### src/rtl/tpu_tile_sequencer_pkg.sv
// Shared definitions for the TPU tile sequencer and the config block.
// This package holds the state encoding and the default address and stride widths.
package tpu_tile_sequencer_pkg;

    localparam int AWIDTH_DEFAULT            = 10;
    localparam int ADDR_STRIDE_WIDTH_DEFAULT = 8;

    // Sequencer states. The encoding is fixed so that debug tooling and the
    // config block decode the same values.
    typedef enum logic [2:0] {
        ST_IDLE   = 3'd0,
        ST_PE_CLR = 3'd1,
        ST_MATMUL = 3'd2,
        ST_POST   = 3'd3,
        ST_NEXT   = 3'd4,
        ST_DONE   = 3'd5
    } tile_state_t;

    // True when any post-processing stage is requested.
    function automatic logic post_enabled(input logic norm, input logic pool,
                                          input logic act);
        return norm | pool | act;
    endfunction

endpackage

### src/rtl/tpu_tile_sequencer.sv
// Walks a num_matrices_A x num_matrices_B grid of tiles. For each tile it
// clears the PEs, then runs matmul and/or post-processing, and finally
// advances the tile indices and SRAM addresses.
//
// Handshake: start_mat_mul / start_post are run levels. Each one stays high
// for every cycle the FSM spends in MATMUL / POST. The matching done level is
// sampled on each of those cycles, the first one included. Any done seen on
// another cycle is ignored. Tile addresses and indices do not change while
// either run level is high.
module tpu_tile_sequencer
    import tpu_tile_sequencer_pkg::*;
#(
    parameter int AWIDTH            = AWIDTH_DEFAULT,
    parameter int ADDR_STRIDE_WIDTH = ADDR_STRIDE_WIDTH_DEFAULT
) (
    input  logic                         clk,
    input  logic                         reset,
    input  logic                         start_tpu,
    input  logic                         enable_matmul,
    input  logic                         enable_norm,
    input  logic                         enable_pool,
    input  logic                         enable_activation,
    input  logic [AWIDTH-1:0]            address_mat_a,
    input  logic [AWIDTH-1:0]            address_mat_b,
    input  logic [AWIDTH-1:0]            address_mat_c,
    input  logic [ADDR_STRIDE_WIDTH-1:0] address_stride_a,
    input  logic [ADDR_STRIDE_WIDTH-1:0] address_stride_b,
    input  logic [ADDR_STRIDE_WIDTH-1:0] address_stride_c,
    input  logic [31:0]                  num_matrices_A,
    input  logic [31:0]                  num_matrices_B,
    input  logic                         done_mat_mul,
    input  logic                         done_post,
    output logic                         start_mat_mul,
    output logic                         start_post,
    output logic                         pe_reset,
    output logic [AWIDTH-1:0]            a_addr,
    output logic [AWIDTH-1:0]            b_addr,
    output logic [AWIDTH-1:0]            c_addr,
    output logic [31:0]                  tile_i,
    output logic [31:0]                  tile_j,
    output logic                         done_tpu,
    output logic                         busy,
    output tile_state_t                  fsm_state
);

    tile_state_t state;
    tile_state_t state_next;

    logic any_post;
    logic run_empty;
    logic last_col;
    logic last_row;

    assign any_post  = post_enabled(enable_norm, enable_pool, enable_activation);
    assign run_empty = (num_matrices_A == 32'd0) || (num_matrices_B == 32'd0) ||
                       !(enable_matmul || any_post);
    assign last_col  = (tile_j == num_matrices_B - 32'd1);
    assign last_row  = (tile_i == num_matrices_A - 32'd1);
    assign fsm_state = state;

    // State register.
    always_ff @(posedge clk) begin
        if (reset) begin
            state <= ST_IDLE;
        end else begin
            state <= state_next;
        end
    end

    // Next-state decode. All outputs are decoded from the current state only.
    always_comb begin
        state_next    = state;
        start_mat_mul = 1'b0;
        start_post    = 1'b0;
        pe_reset      = 1'b0;
        done_tpu      = 1'b0;
        busy          = 1'b1;
        case (state)
            ST_IDLE: begin
                busy = 1'b0;
                if (start_tpu) begin
                    state_next = run_empty ? ST_DONE : ST_PE_CLR;
                end
            end
            ST_PE_CLR: begin
                pe_reset   = 1'b1;
                state_next = enable_matmul ? ST_MATMUL : ST_POST;
            end
            ST_MATMUL: begin
                start_mat_mul = 1'b1;
                if (done_mat_mul) begin
                    state_next = any_post ? ST_POST : ST_NEXT;
                end
            end
            ST_POST: begin
                start_post = 1'b1;
                if (done_post) begin
                    state_next = ST_NEXT;
                end
            end
            ST_NEXT: begin
                state_next = (last_row && last_col) ? ST_DONE : ST_PE_CLR;
            end
            ST_DONE: begin
                done_tpu = 1'b1;
                if (!start_tpu) begin
                    state_next = ST_IDLE;
                end
            end
            default: begin
                state_next = ST_IDLE;
            end
        endcase
    end

    // Tile index and address registers. They load in IDLE and advance in NEXT.
    // Addresses wrap modulo 2^AWIDTH, and the strides are zero-extended.
    always_ff @(posedge clk) begin
        if (reset) begin
            a_addr <= '0;
            b_addr <= '0;
            c_addr <= '0;
            tile_i <= '0;
            tile_j <= '0;
        end else begin
            case (state)
                ST_IDLE: begin
                    if (start_tpu && !run_empty) begin
                        a_addr <= address_mat_a;
                        b_addr <= address_mat_b;
                        c_addr <= address_mat_c;
                        tile_i <= '0;
                        tile_j <= '0;
                    end
                end
                ST_NEXT: begin
                    if (!(last_row && last_col)) begin
                        c_addr <= c_addr + AWIDTH'(address_stride_c);
                        if (last_col) begin
                            tile_j <= '0;
                            tile_i <= tile_i + 32'd1;
                            b_addr <= address_mat_b;
                            a_addr <= a_addr + AWIDTH'(address_stride_a);
                        end else begin
                            tile_j <= tile_j + 32'd1;
                            b_addr <= b_addr + AWIDTH'(address_stride_b);
                        end
                    end
                end
                default: begin
                end
            endcase
        end
    end

endmodule

### config.mk
export PLATFORM = sky130hd
export DESIGN_NAME = tpu_tile_sequencer
export DESIGN_NICKNAME = d
export VERILOG_FILES = /design/src/rtl/tpu_tile_sequencer_pkg.sv /design/src/rtl/tpu_tile_sequencer.sv
export SDC_FILE = /design/constraint.sdc
export NUM_CORES = 1
export LEC_CHECK = 0
export CORE_MARGIN = 2
export CORE_UTILIZATION = 24
export CTS_CLUSTER_SIZE = 24
export DETAILED_ROUTE_END_ITERATION = 10
export GPL_ROUTABILITY_DRIVEN = 0
export RECOVER_POWER = 25
export SKIP_LAST_GASP = 1
export SLEW_MARGIN = 20
export SYNTH_ARGS = -nofsm -noshare
export SYNTH_HDL_FRONTEND = slang
export SYNTH_SLANG_ARGS = --single-unit
### constraint.sdc
create_clock -name clk -period 7.65 [get_ports clk]
set_input_delay 1.9125 -clock clk [delete_from_list [all_inputs] [get_ports clk]]
set_output_delay 1.9125 -clock clk [all_outputs]
set_load 0.05 [all_outputs]
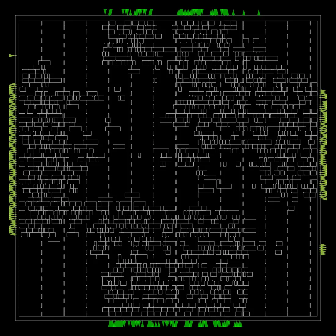
run_1/final_placement.png
final cell utilization of the core: 33.2%
total number of placement rows: 67

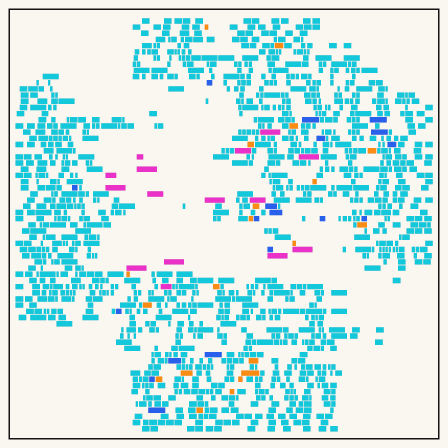
run_1/drive_strength.png
magenta -> drive 6 and up  # cells 15
cyan -> drive 1 or less  # cells 1215
orange -> drive 2  # cells 20
blue -> drive 3 to 4  # cells 18

==> impl_metrics.env, run 1 <==
# yosys + openroad results
export IMPL_status="complete, no violations"
export IMPL_slew_headroom_pct=26.7
export IMPL_synthAdderAreaFrac_pct=5.15
export IMPL_post_synth_and_or_nand_nor_area_fraction_pct=31.5
export IMPL_share_seq_of_total_power_pct=34.5
export IMPL_crit_path_frequent_cell="sky130_fd_sc_hd__a211oi_1"
export IMPL_power_clock_fraction_pct=27.6
export IMPL_slew_limit_fails=0
export IMPL_grt_usage_pct=15.6
export IMPL_worstSetupStartpointType="input port"
export IMPL_p_sw_w=0.000634
export IMPL_placedInstanceArea_mm2=0.0108
export IMPL_synthArstFlopShare_pct=0
export IMPL_drc=0
export IMPL_finalInstanceArea_mm2=0.0111
export IMPL_grt_max_degree=62
export IMPL_p_per_area_mw_per_mm2=148
export IMPL_internal_power_w=0.00102
export IMPL_report_final_hold_viol_count=0
export IMPL_grt_antenna_before_repair=1
export IMPL_common_cells="sky130_fd_sc_hd__a21oi_1, sky130_fd_sc_hd__dfxtp_1, sky130_fd_sc_hd__nor2_1"
export IMPL_place_worst_setup_slack_ns=1.10
export IMPL_ant_nets=0
export IMPL_die_y_um=188
export IMPL_critical_path_max_stage_delay_ns=0.59
export IMPL_cts_repair_resize_count=0
export IMPL_period_needed_ns=6.16
export IMPL_ir_worst_vdd_v=0.0000953
export IMPL_synth_largest_type_area_fraction_pct=23.8
export IMPL_data_required_time_at_the_worst_endpoint_ns=7.92
export IMPL_htree_num_levels=3
export IMPL_clock_sinks=97
export IMPL_overall_overflow_remaining_after_global_route=0
export IMPL_drt_first_iter_violations=443
export IMPL_crit_reg2reg_capture="c_addr[1]"
export IMPL_post_synthesis_cell_area_mm2=0.00816
export IMPL_syn_inst=1076
export IMPL_place_detailed_hpwl_um=21600
export IMPL_cell_family_with_most_cp_delay="simple AND/OR/NAND/NOR gates"
export IMPL_power_w=0.00165
export IMPL_reg2regPathDepth=11
export IMPL_period_used_pct=80.6
export IMPL_clk_skew_ns=0.00896
export IMPL_cp_cell_sequence="clkdlybuf4s50_1, inv_1, ha_1, or3b_2, o32a_1, a2111oi_0, and3_1, nand4_1, nor4_2, and2_1, a21o_4, buf_4, a211oi_1, a211oi_1"
export IMPL_fin_cells=1716
export IMPL_cts_buffers=9
export IMPL_critical_path_slowest_cell="sky130_fd_sc_hd__nor4_2"
export IMPL_antennaDiodeCount=0
export IMPL_worst_slew_pin_transition_ns=1.09
export IMPL_port_buffers=228
export IMPL_whs_ns=0.499
export IMPL_min_to="c_addr[9]"
export IMPL_min_delay_path_depth=2
export IMPL_nets=1421
export IMPL_enable_flop_cells=0
export IMPL_synthMuxAreaShare_pct=2.28
export IMPL_area_growth_syn_to_layout_pct=36.3
export IMPL_rsz_0062_raised_after_global_routing="false"
export IMPL_grt_pass1_vias=8289
export IMPL_synth_flops=97
export IMPL_cap_violations=0
export IMPL_root_buffer="sky130_fd_sc_hd__clkbuf_16"
export IMPL_critical_path_n_buffers_inverters=3
export IMPL_via_per_inst=5.19
export IMPL_arrival_ns=6.43
export IMPL_cts_clock_pin_slew_for_the_worst_setup_and_hold_paths_ns=0.07
export IMPL_synth_compound_area_share_pct=22.9
export IMPL_post_cts_hold_buffer_count=0
export IMPL_detail_route_wl_per_cell_um=16.7
export IMPL_worst_r2r_setup_slack_ns=3.44
export IMPL_yosysSeqAreaShare_pct=23.8
export IMPL_largest_area_cell="sky130_fd_sc_hd__dfxtp_1"
export IMPL_synth_cell_type_count=82
export IMPL_max_freq_mhz=162
export IMPL_final_setup_tns_ns=0
export IMPL_leakage_nw=3.88
export IMPL_total_cells_reported_by_yosys_after_synthesis=1076
export IMPL_timing_final_ws_setup_ns=1.49
export IMPL_num_vias=8903
export IMPL_drt_pass1_iter_count=5
export IMPL_cts_tree="done"
export IMPL_layout_top_cell_excl_fill_tap="sky130_fd_sc_hd__clkdlybuf4s50_1"
export IMPL_io_pins=229
export IMPL_clock_tree_buffer_depth=2
export IMPL_clock_insertion_delay_at_the_later_pin_of_the_skew_report_ns=0.35
export IMPL_yosysChipArea_mm2=0.00816
export IMPL_design_die_area_mm2=0.0355
export IMPL_ys_flop_type="sky130_fd_sc_hd__dfxtp_1"
export IMPL_end_kind="flop"
export IMPL_floorplan_die_width_um=188
export IMPL_syn_mean_instance_area_um2=7.59
export IMPL_yosysWarnings=0
export IMPL_postRouteWirelength_um=28700
export IMPL_worstHoldStart="c_addr[9]"
export IMPL_total_of_endpoints_with_negative_setup_slack_in_the_final_report=0
export IMPL_synth_cellmix_xorXnorShare_pct=9.01
export IMPL_synth_net_count=1234
export IMPL_place_inst=1700
export IMPL_worst_setup_path_type="input port to flop"
export IMPL_cts_setup_buffers=0
export IMPL_top_cells_by_area="sky130_fd_sc_hd__dfxtp_1, sky130_fd_sc_hd__a21oi_1, sky130_fd_sc_hd__xnor2_1, sky130_fd_sc_hd__ha_1, sky130_fd_sc_hd__xor2_1"
export IMPL_layout_cell_share_with_drive_strength_beyond_1_pct=4.18
export IMPL_tool_warnings=26
export IMPL_hold_path_class="flop to flop"
export IMPL_grt_pass1_wl_um=44700
export IMPL_timing_critical_path_fanout_max=61
export IMPL_topCombFamilyByArea="simple AND/OR/NAND/NOR gates"
export IMPL_power_share_switching_pct=38.4
export IMPL_most_common_cell="sky130_fd_sc_hd__a21oi_1"
export IMPL_lay_top_cells="sky130_fd_sc_hd__clkdlybuf4s50_1, sky130_fd_sc_hd__a21oi_1, sky130_fd_sc_hd__dfxtp_1, sky130_fd_sc_hd__nand2_1, sky130_fd_sc_hd__nor2_1"
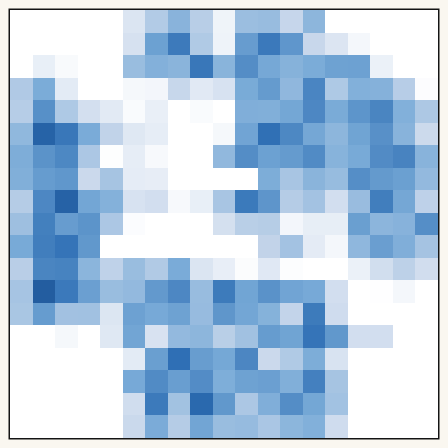
run_1/density.png
19 x 19 tiles, from white (low) to dark blue (high), 0 to 100% covered.
densest ninth of the die = bottom centre
nearly empty tiles = 28%
mean over tiles = 30%
emptiest ninth of the die = lower left
initial core utilization: 24.3%
Core Area: 0.0335 mm²

==> run 1: worst min-delay path, delay by kind of cell (launching register included) <==
family | cells | cell delay, ns
compound gates | 1 | 0.06
simple gates | 1 | 0.06
flops | 1 | 0.34
==> run 1: worst max path at each step <==
stage | end | slack (ns) | cells after the start | startpoint
2_1_floorplan | tile_i[26] | 2.69 | 12 | num_matrices_B[0]
3_3_place_gp | tile_i[16] | 1.29 | 14 | num_matrices_B[0]
3_5_place_dp | c_addr[1] | 1.10 | 14 | num_matrices_B[0]
4_1_cts | c_addr[1] | 1.50 | 14 | num_matrices_B[0]
5_1_grt | tile_i[26] | 1.19 | 14 | num_matrices_B[0]
6_report | c_addr[1] | 1.49 | 14 | num_matrices_B[0]
==> run 1: power by group through the flow <==
stage	Combinational [W]	Clock (W)	Sequential, W
detailed placement	0.000635	0	0.000582
CTS	0.000638	0.000472	0.000571
global route	0.000684	0.000490	0.000576
finish	0.000626	0.000455	0.000570
floorplan	0.000316	0	0.000672
global placement	0.000627	0	0.000582
==> run 1: registers in the layout, indices dropped and copies added, names as in the netlist <==
register   count
a_addr        10
b_addr        10
c_addr        10
fsm_state      3
tile_i        32
tile_j        32
==> run 1: routing by layer <==
metal  routed length [µm]  up-vias  track usage, %
met2                13000      268            25.1
met5                   11        -               0
met1                13500     4162            20.9
li1                     -     4433               -
met4                  584        2            4.30
met3                 1640       38            3.46
==> run 1: final cells by class <==
cell class	instances	area [µm²]
repair buffers	238	2390
flip-flops and latches	97	1940
multi-input cells	878	5810
well taps	448	561
fillers	3525	22400
clock buffers	12	256
inverters	39	146
clock inverters	4	26.3
## Run 2: what changed since run 1
==> constraint.sdc (replaced) <==
create_clock -name clk -period 5.2 [get_ports clk]
set_input_delay 1.3 -clock clk [delete_from_list [all_inputs] [get_ports clk]]
set_output_delay 1.3 -clock clk [all_outputs]
set_load 0.05 [all_outputs]
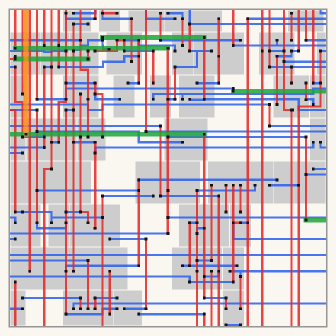
run_2/zoom.png
Window x 131 to 151, y 131 to 151 µm. Cells in grey, sequential cells in the stronger grey; small squares are vias.
red -> met2
blue -> met1
orange -> met4
green -> met3
cells with their middle in the window = 37
sequential cells in the window = 0
most frequent = nor2_1 (4)

==> impl_metrics.env, run 2 <==
# yosys + openroad results
export IMPL_common_cells="sky130_fd_sc_hd__a21oi_1, sky130_fd_sc_hd__dfxtp_1, sky130_fd_sc_hd__nor2_1"
export IMPL_yosysWarnings=0
export IMPL_period_used_pct=92.1
export IMPL_htree_num_levels=3
export IMPL_port_buffers=228
export IMPL_critical_path_max_stage_delay_ns=0.54
export IMPL_worstHoldStart="c_addr[9]"
export IMPL_ant_nets=0
export IMPL_finish_utilization_pct=34.3
export IMPL_design_die_area_mm2=0.0355
export IMPL_routed_top_layer="met4"
export IMPL_placedInstanceArea_mm2=0.0112
export IMPL_largest_area_cell="sky130_fd_sc_hd__dfxtp_1"
export IMPL_total_cells_reported_by_yosys_after_synthesis=1076
export IMPL_layout_cell_share_with_drive_strength_beyond_1_pct=7.12
export IMPL_clock_sinks=97
export IMPL_fp_coreArea_mm2=0.0335
export IMPL_cts_setup_buffers=0
export IMPL_arrival_ns=5.06
export IMPL_die_y_um=188
export IMPL_grt_usage_pct=15.9
export IMPL_lay_top_cells="sky130_fd_sc_hd__clkdlybuf4s50_1, sky130_fd_sc_hd__a21oi_1, sky130_fd_sc_hd__dfxtp_1, sky130_fd_sc_hd__nand2_1, sky130_fd_sc_hd__nor2_1"
export IMPL_status="complete, no violations"
export IMPL_timing_critical_path_fanout_max=5
export IMPL_worstSetupStartpointType="input port"
export IMPL_enable_flop_cells=0
export IMPL_cap_violations=0
export IMPL_clk_skew_ns=0.0102
export IMPL_total_of_endpoints_with_negative_setup_slack_in_the_final_report=0
export IMPL_synthArstFlopShare_pct=0
export IMPL_top_cells_by_area="sky130_fd_sc_hd__dfxtp_1, sky130_fd_sc_hd__a21oi_1, sky130_fd_sc_hd__xnor2_1, sky130_fd_sc_hd__ha_1, sky130_fd_sc_hd__xor2_1"
export IMPL_drc=0
export IMPL_root_buffer="sky130_fd_sc_hd__clkbuf_16"
export IMPL_clock_insertion_delay_at_the_later_pin_of_the_skew_report_ns=0.35
export IMPL_data_required_time_at_the_worst_endpoint_ns=5.47
export IMPL_post_synthesis_cell_area_mm2=0.00816
export IMPL_synth_flops=97
export IMPL_cts_clock_pin_slew_for_the_worst_setup_and_hold_paths_ns=0.07
export IMPL_tool_warnings=26
export IMPL_p_per_area_mw_per_mm2=220
export IMPL_most_common_cell="sky130_fd_sc_hd__a21oi_1"
export IMPL_drt_pass1_iter_count=5
export IMPL_area_growth_syn_to_layout_pct=41.1
export IMPL_worst_slew_pin_transition_ns=0.712
export IMPL_end_kind="flop"
export IMPL_hold_path_class="flop to flop"
export IMPL_grt_antenna_before_repair=0
export IMPL_ys_flop_type="sky130_fd_sc_hd__dfxtp_1"
export IMPL_post_cts_hold_buffer_count=0
export IMPL_initial_utilization_pct=24.3
export IMPL_worstSetupStartpoint="num_matrices_B[0]"
export IMPL_drt_first_iter_violations=496
export IMPL_slew_headroom_pct=52.5
export IMPL_grt_pass1_vias=8551
export IMPL_synth_cell_type_count=82
export IMPL_final_setup_tns_ns=0
export IMPL_worst_r2r_startpoint="tile_j[11]"
export IMPL_dr_wl_met2_um=13400
export IMPL_yosysSeqAreaShare_pct=23.8
export IMPL_nets=1460
export IMPL_grt_max_degree=46
export IMPL_syn_inst=1076
export IMPL_reg_top3="tile_i: 32 flops, tile_j: 32 flops"
export IMPL_floorplan_rows=67
export IMPL_slew_limit_fails=0
export IMPL_synth_largest_type_area_fraction_pct=23.8
export IMPL_overall_overflow_remaining_after_global_route=0
export IMPL_place_detailed_hpwl_um=22400
export IMPL_rsz_0062_raised_after_global_routing="false"
export IMPL_grt_pass1_wl_um=46100
export IMPL_syn_mean_instance_area_um2=7.59
export IMPL_cts_tree="done"
export IMPL_max_freq_mhz=209
export IMPL_power_w=0.00253
export IMPL_yosysChipArea_mm2=0.00816
export IMPL_period_needed_ns=4.79
export IMPL_via_per_inst=5.18
export IMPL_num_vias=9104
export IMPL_cp_cell_sequence="clkdlybuf4s50_1, inv_1, ha_1, or3b_2, o32a_1, a2111oi_0, and3_1, nand4_1, nor4_2, buf_4, nor2_2, or4_1, or3_1, a21oi_1"
export IMPL_clock_tree_buffer_depth=2
export IMPL_ir_worst_vdd_v=0.000140
export IMPL_cts_buffers=9
export IMPL_floorplan_die_width_um=188
export IMPL_worst_setup_path_type="input port to flop"
export IMPL_critical_path_slowest_cell="sky130_fd_sc_hd__or4_1"
export IMPL_io_pins=229
export IMPL_detail_route_wl_per_cell_um=16.5
export IMPL_leakage_nw=4.11
export IMPL_finalInstanceArea_mm2=0.0115
export IMPL_synth_net_count=1234
export IMPL_detail_route_wirelength_met1_um=13200
export IMPL_layout_top_cell_excl_fill_tap="sky130_fd_sc_hd__clkdlybuf4s50_1"
export IMPL_amount_of_wire_on_met3_after_detailed_routing_um=2040
export IMPL_cts_repair_resize_count=0
export IMPL_postRouteWirelength_um=29000
export IMPL_report_final_hold_viol_count=0
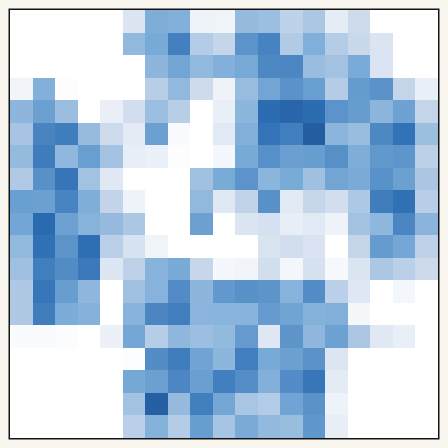
run_2/density.png
19 x 19 tiles, from white (low) to dark blue (high), 0 to 100% covered.
mean over tiles = 31%
densest ninth of the die = bottom centre
fullest tile = 82%
tiles over 75% full = 1.7%

==> run 2: cell families after synthesis <==
group / after synthesis / synth area share, %
fa+ha+maj: 32 / 5.15
buf+inv: 101 / 5.33
simple gates: 453 / 31.5
xor+xnor: 84 / 9.01
compound gates: 292 / 22.9
mux: 17 / 2.28
flops: 97 / 23.8
==> run 2: path summary, 6_finish.rpt <==
check	endpoint	slack, ns	cells after the start
hold / removal	c_addr[9]	0.48	2
setup / recovery	tile_i[26]	0.41	14
hold reg to reg	c_addr[9]	0.48	2
setup reg to reg	tile_i[26]	1.63	11
==> run 2: worst max-delay path: cells and delay by family <==
| family | cells | cell delay [ns] |
|---|---|---|
| simple gates | 7 | 2.01 |
| compound gates | 3 | 0.88 |
| fa+ha+maj | 1 | 0.18 |
| buf+inv | 3 | 0.67 |
==> run 2: report_power, final <==
part	total, W	switching [W]	internal, W
sequential	0.000838	0.0000509	0.000787
clock	0.000725	0.000322	0.000403
combinational	0.000969	0.000574	0.000396
total	0.00253	0.000947	0.00159
==> run 2: cell type report <==
class / count / area (µm²)
inverters: 39 / 146
fillers: 3527 / 22000
diodes: 1 / 2.50
clock buffers: 11 / 253
multi-input cells: 878 / 5810
clock inverters: 5 / 61.3
repair buffers: 277 / 2750
flip-flops and latches: 97 / 1940
well taps: 448 / 561
==> run 2: routing by layer <==
metal	GRT usage (%)	vias to the layer above
met5	0	-
met4	3.16	0
met3	4.04	24
met2	26.5	260
met1	20.8	4302
li1	-	4518
==> run 2: stage by stage <==
stage          std cells  hold WS [ns]  setup slack [ns]
6_report            1756         0.483             0.409
3_3_place_gp        1739         0.461             0.167
3_5_place_dp        1739         0.478             0.154
2_1_floorplan       1076         0.694             0.854
5_1_grt             1755         0.510             0.166
4_1_cts             1755         0.491             0.511
Power and IR drop assume default switching activity.
